**Clock distribution**

Scale: 4 px per µm.
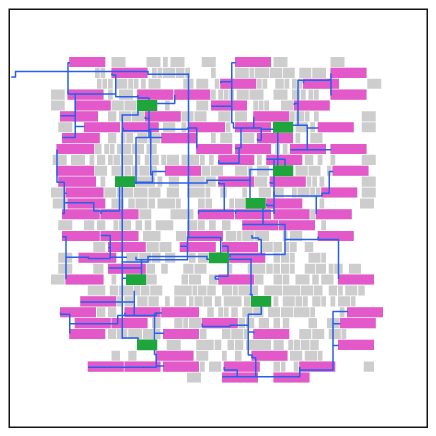
**M3 wires**

Scale: 4 px per µm.
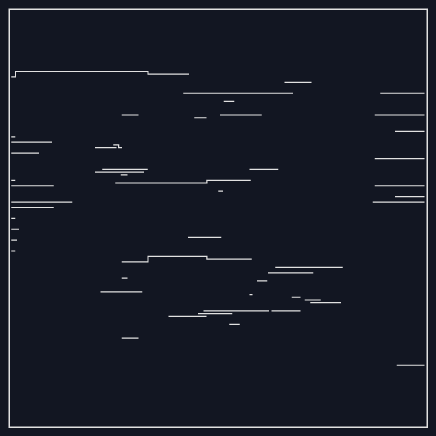
**Wiring by layer**

Scale: 3 px per µm.
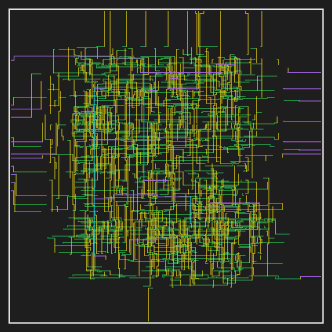
==> src/rtl/seg_scan_decoder.sv <==
// seg_scan_decoder: receive-side monitor for a 4-digit multiplexed, active-low
// seven-segment scan. Rebuilds the BCD value being shown and publishes
// complete frames with validity, change and error flags.
//
// Optional build macro: SEG_DEC_CONFIRM_EN. When defined, a frame is only
// published after two consecutive identical, error-free frames.
module seg_scan_decoder #(
  parameter int unsigned SETTLE_CYC  = 4,
  parameter int unsigned TIMEOUT_CYC = 100000
) (
  input  logic        clk,
  input  logic        rst_n,
  input  logic [3:0]  sel,
  input  logic [6:0]  seg,
  output logic [15:0] data_out,
  output logic        data_valid,
  output logic        data_changed,
  output logic        frame_err,
  output logic        scan_lost
);

  localparam logic [7:0]  SETTLE_LIM = 8'(SETTLE_CYC);
  localparam logic [19:0] TO_LIM     = 20'(TIMEOUT_CYC);

  // {legal, position[1:0]} for an active-low one-hot digit select
  function automatic logic [2:0] sel_decode(input logic [3:0] s);
    case (s)
      4'b1110: sel_decode = 3'b100;
      4'b1101: sel_decode = 3'b101;
      4'b1011: sel_decode = 3'b110;
      4'b0111: sel_decode = 3'b111;
      default: sel_decode = 3'b000;
    endcase
  endfunction

  // {undecodable, digit[3:0]} for active-low {g,f,e,d,c,b,a}
  function automatic logic [4:0] seg_decode(input logic [6:0] s);
    case (s)
      7'b1000000: seg_decode = 5'h00;
      7'b1111001: seg_decode = 5'h01;
      7'b0100100: seg_decode = 5'h02;
      7'b0110000: seg_decode = 5'h03;
      7'b0011001: seg_decode = 5'h04;
      7'b0010010: seg_decode = 5'h05;
      7'b0000010: seg_decode = 5'h06;
      7'b1111000: seg_decode = 5'h07;
      7'b0000000: seg_decode = 5'h08;
      7'b0010000: seg_decode = 5'h09;
      default:    seg_decode = 5'h1F;
    endcase
  endfunction

  // Registered inputs and history
  logic [3:0]  sel_q, sel_prev_q;
  logic [6:0]  seg_q;
  logic [7:0]  stab_cnt_q, stab_cnt_d;
  logic [19:0] to_cnt_q, to_cnt_d;

  // Frame assembly
  logic [15:0] frame_q, frame_d;
  logic [3:0]  mask_q, mask_d;
  logic        err_q, err_d;

  // Published outputs
  logic [15:0] data_out_q, data_out_d;
  logic        data_valid_q, data_valid_d;
  logic        data_changed_q, data_changed_d;
  logic        frame_err_q, frame_err_d;
  logic        scan_lost_q, scan_lost_d;

`ifdef SEG_DEC_CONFIRM_EN
  logic [15:0] cand_q, cand_d;
  logic        cand_vld_q, cand_vld_d;
  logic        cand_err_q, cand_err_d;
`endif

  logic        sel_chg;
  logic        sel_legal;
  logic [1:0]  sel_idx;
  logic        seg_bad;
  logic [3:0]  seg_dig;
  logic        strobe;
  logic        pub_rdy;
  logic        to_expire;

  assign sel_chg              = (sel_q != sel_prev_q);
  assign {sel_legal, sel_idx} = sel_decode(sel_q);
  assign {seg_bad, seg_dig}   = seg_decode(seg_q);
  // Fires once per dwell, on the last counting step before saturation
  assign strobe    = sel_legal && !sel_chg && (stab_cnt_q == SETTLE_LIM - 8'd1);
  assign pub_rdy   = (mask_q == 4'b1111);
  assign to_expire = !sel_chg && (to_cnt_d == TO_LIM);

  // Next-state logic: settle/timeout counters, frame capture and publish
  always_comb begin
    stab_cnt_d     = stab_cnt_q;
    to_cnt_d       = to_cnt_q;
    frame_d        = frame_q;
    mask_d         = mask_q;
    err_d          = err_q;
    data_out_d     = data_out_q;
    data_valid_d   = 1'b0;
    data_changed_d = 1'b0;
    frame_err_d    = frame_err_q;
    scan_lost_d    = scan_lost_q;
`ifdef SEG_DEC_CONFIRM_EN
    cand_d         = cand_q;
    cand_vld_d     = cand_vld_q;
    cand_err_d     = cand_err_q;
`endif

    if (sel_chg || !sel_legal) begin
      stab_cnt_d = 8'd0;
    end else if (stab_cnt_q < SETTLE_LIM) begin
      stab_cnt_d = stab_cnt_q + 8'd1;
    end

    if (sel_chg) begin
      to_cnt_d = 20'd0;
    end else if (to_cnt_q != TO_LIM) begin
      to_cnt_d = to_cnt_q + 20'd1;
    end

    // Publish the completed frame and start a fresh one
    if (pub_rdy) begin
      mask_d = 4'b0000;
      err_d  = 1'b0;
`ifdef SEG_DEC_CONFIRM_EN
      if (cand_vld_q && !cand_err_q && !err_q && (frame_q == cand_q)) begin
        data_out_d     = frame_q;
        data_valid_d   = 1'b1;
        data_changed_d = (frame_q != data_out_q);
        frame_err_d    = 1'b0;
      end
      cand_d     = frame_q;
      cand_vld_d = 1'b1;
      cand_err_d = err_q;
`else
      data_out_d     = frame_q;
      data_valid_d   = 1'b1;
      data_changed_d = (frame_q != data_out_q);
      frame_err_d    = err_q;
`endif
    end

    // A capture in the publish cycle belongs to the new frame
    if (strobe) begin
      frame_d[{sel_idx, 2'b00} +: 4] = seg_dig;
      mask_d[sel_idx]                = 1'b1;
      if (seg_bad) begin
        err_d = 1'b1;
      end
    end

    // Lost scan abandons the partial frame; published data is kept
    if (sel_chg) begin
      scan_lost_d = 1'b0;
    end else if (to_expire) begin
      scan_lost_d = 1'b1;
      mask_d      = 4'b0000;
      err_d       = 1'b0;
    end
  end

  // State registers with asynchronous active-low reset
  always_ff @(posedge clk or negedge rst_n) begin
    if (!rst_n) begin
      sel_q          <= 4'b1111;
      sel_prev_q     <= 4'b1111;
      seg_q          <= 7'b1111111;
      stab_cnt_q     <= 8'd0;
      to_cnt_q       <= 20'd0;
      frame_q        <= 16'h0000;
      mask_q         <= 4'b0000;
      err_q          <= 1'b0;
      data_out_q     <= 16'h0000;
      data_valid_q   <= 1'b0;
      data_changed_q <= 1'b0;
      frame_err_q    <= 1'b0;
      scan_lost_q    <= 1'b0;
`ifdef SEG_DEC_CONFIRM_EN
      cand_q         <= 16'h0000;
      cand_vld_q     <= 1'b0;
      cand_err_q     <= 1'b0;
`endif
    end else begin
      sel_q          <= sel;
      sel_prev_q     <= sel_q;
      seg_q          <= seg;
      stab_cnt_q     <= stab_cnt_d;
      to_cnt_q       <= to_cnt_d;
      frame_q        <= frame_d;
      mask_q         <= mask_d;
      err_q          <= err_d;
      data_out_q     <= data_out_d;
      data_valid_q   <= data_valid_d;
      data_changed_q <= data_changed_d;
      frame_err_q    <= frame_err_d;
      scan_lost_q    <= scan_lost_d;
`ifdef SEG_DEC_CONFIRM_EN
      cand_q         <= cand_d;
      cand_vld_q     <= cand_vld_d;
      cand_err_q     <= cand_err_d;
`endif
    end
  end

  assign data_out     = data_out_q;
  assign data_valid   = data_valid_q;
  assign data_changed = data_changed_q;
  assign frame_err    = frame_err_q;
  assign scan_lost    = scan_lost_q;

endmodule

==> config.mk <==
export PLATFORM = sky130hd
export DESIGN_NAME = seg_scan_decoder
export DESIGN_NICKNAME = d
export VERILOG_FILES = /design/src/rtl/seg_scan_decoder.sv
export SDC_FILE = /design/constraint.sdc
export NUM_CORES = 1
export LEC_CHECK = 0
export CORE_MARGIN = 10
export CORE_UTILIZATION = 58
export CTS_CLUSTER_DIAMETER = 120
export DETAILED_ROUTE_END_ITERATION = 16
export PLACE_DENSITY = 0.82
export SYNTH_ARGS = -nofsm -noshare
export SYNTH_HDL_FRONTEND = slang
export SYNTH_SLANG_ARGS = --single-unit
==> constraint.sdc <==
create_clock -name clk -period 2.7 [get_ports clk]
set_input_delay 0.54 -clock clk [delete_from_list [all_inputs] [get_ports clk]]
set_output_delay 0.54 -clock clk [all_outputs]
set_load 0.005 [all_outputs]
==> results.py <==
# Metrics from the implementation run
metrics = {
    "sta": {
        "clock.fmax_mhz": 385,
        "skew_ns": 0.0102,
        "rsz0062_at_grt": "no",
    },
    "logic_synthesis": {
        "top_cell_area_share_pct": 42.1,
        "synth-main-ff-cell": "dfrtp_1",
        "top_cells_by_count": "nand2_1 (73), dfrtp_1 (69), xnor2_1 (31)",
        "logic_family": "simple AND/OR/NAND/NOR gates",
        "yosys_warnings": 0,
    },
    "global_route": {
        "grt_usage_pct": 15.9,
        "grt_use_met1_pct": 20.2,
        "top_usage_layer": "met2",
        "overflow": 0,
    },
    "power_and_ir_drop": {
        "clock_power_mw": 0.838,
        "maxPowerGroup": "registers",
    },
    "clocking": {
        "cts_resized": 0,
        "post_cts_buffers": 0,
        "path_clk_slew_ns": 0.09,
        "holdBufCountCts": 0,
    },
    "layout": {
        "nets": 468,
        "finish.instance_area_um2": 4750,
        "seq_area_um2": 2120,
        "clkCellAreaFrac_pct": 3.87,
        "buf_share_pct": 8.43,
        "seq-cell-share_pct": 44.7,
        "largest_reg_flops": 20,
        "multi_input_comb_cells": 292,
    },
    "setup_path": {
        "path_delay_family": "simple AND/OR/NAND/NOR gates",
        "slowest_stage": "or4_4",
        "crit_fanout": 6,
        "crit_required_ns": 2.94,
        "r2r_cells": 7,
        "setup.worst_path.start": "to_cnt_q[0]$_DFF_PN0_",
    },
    "drt": {
        "dr_total_vias": 3131,
        "viasPerCell": 5.73,
        "m1WireLength_um": 3870,
        "drc": 0,
        "firstDrtPassIters": 4,
    },
    "outcome": {
        "status": "complete, no violations",
    },
    "placement": {
        "place_inst": 530,
        "port_buffers": 32,
    },
    "min_path": {
        "hold_class": "input pin to asynchronous set/reset pin",
    },
    "floorplanning": {
        "die_h_um": 104,
    },
    "run": {
        "cap_violations": 0,
    },
}
## Picture notes: 'clock distribution'
- magenta: flip-flops (count 84)
- green: clock drivers (count 9)
- blue: clock wires (length 998 µm)
- flops lie: all over the die
- routed clock nets: 10

## Picture notes: 'M3 wires'
- share of all routed wire: 5.4%
- wire length on this layer: 455 µm
- longest straight run: 33.1 µm

## Picture notes: 'wiring by layer'
- cyan: metal 4 (wire length 105 µm)
- purple: metal 3 (wire length 455 µm)
- yellow: metal 2 (wire length 3970 µm)
- green: metal 1 (wire length 3870 µm)

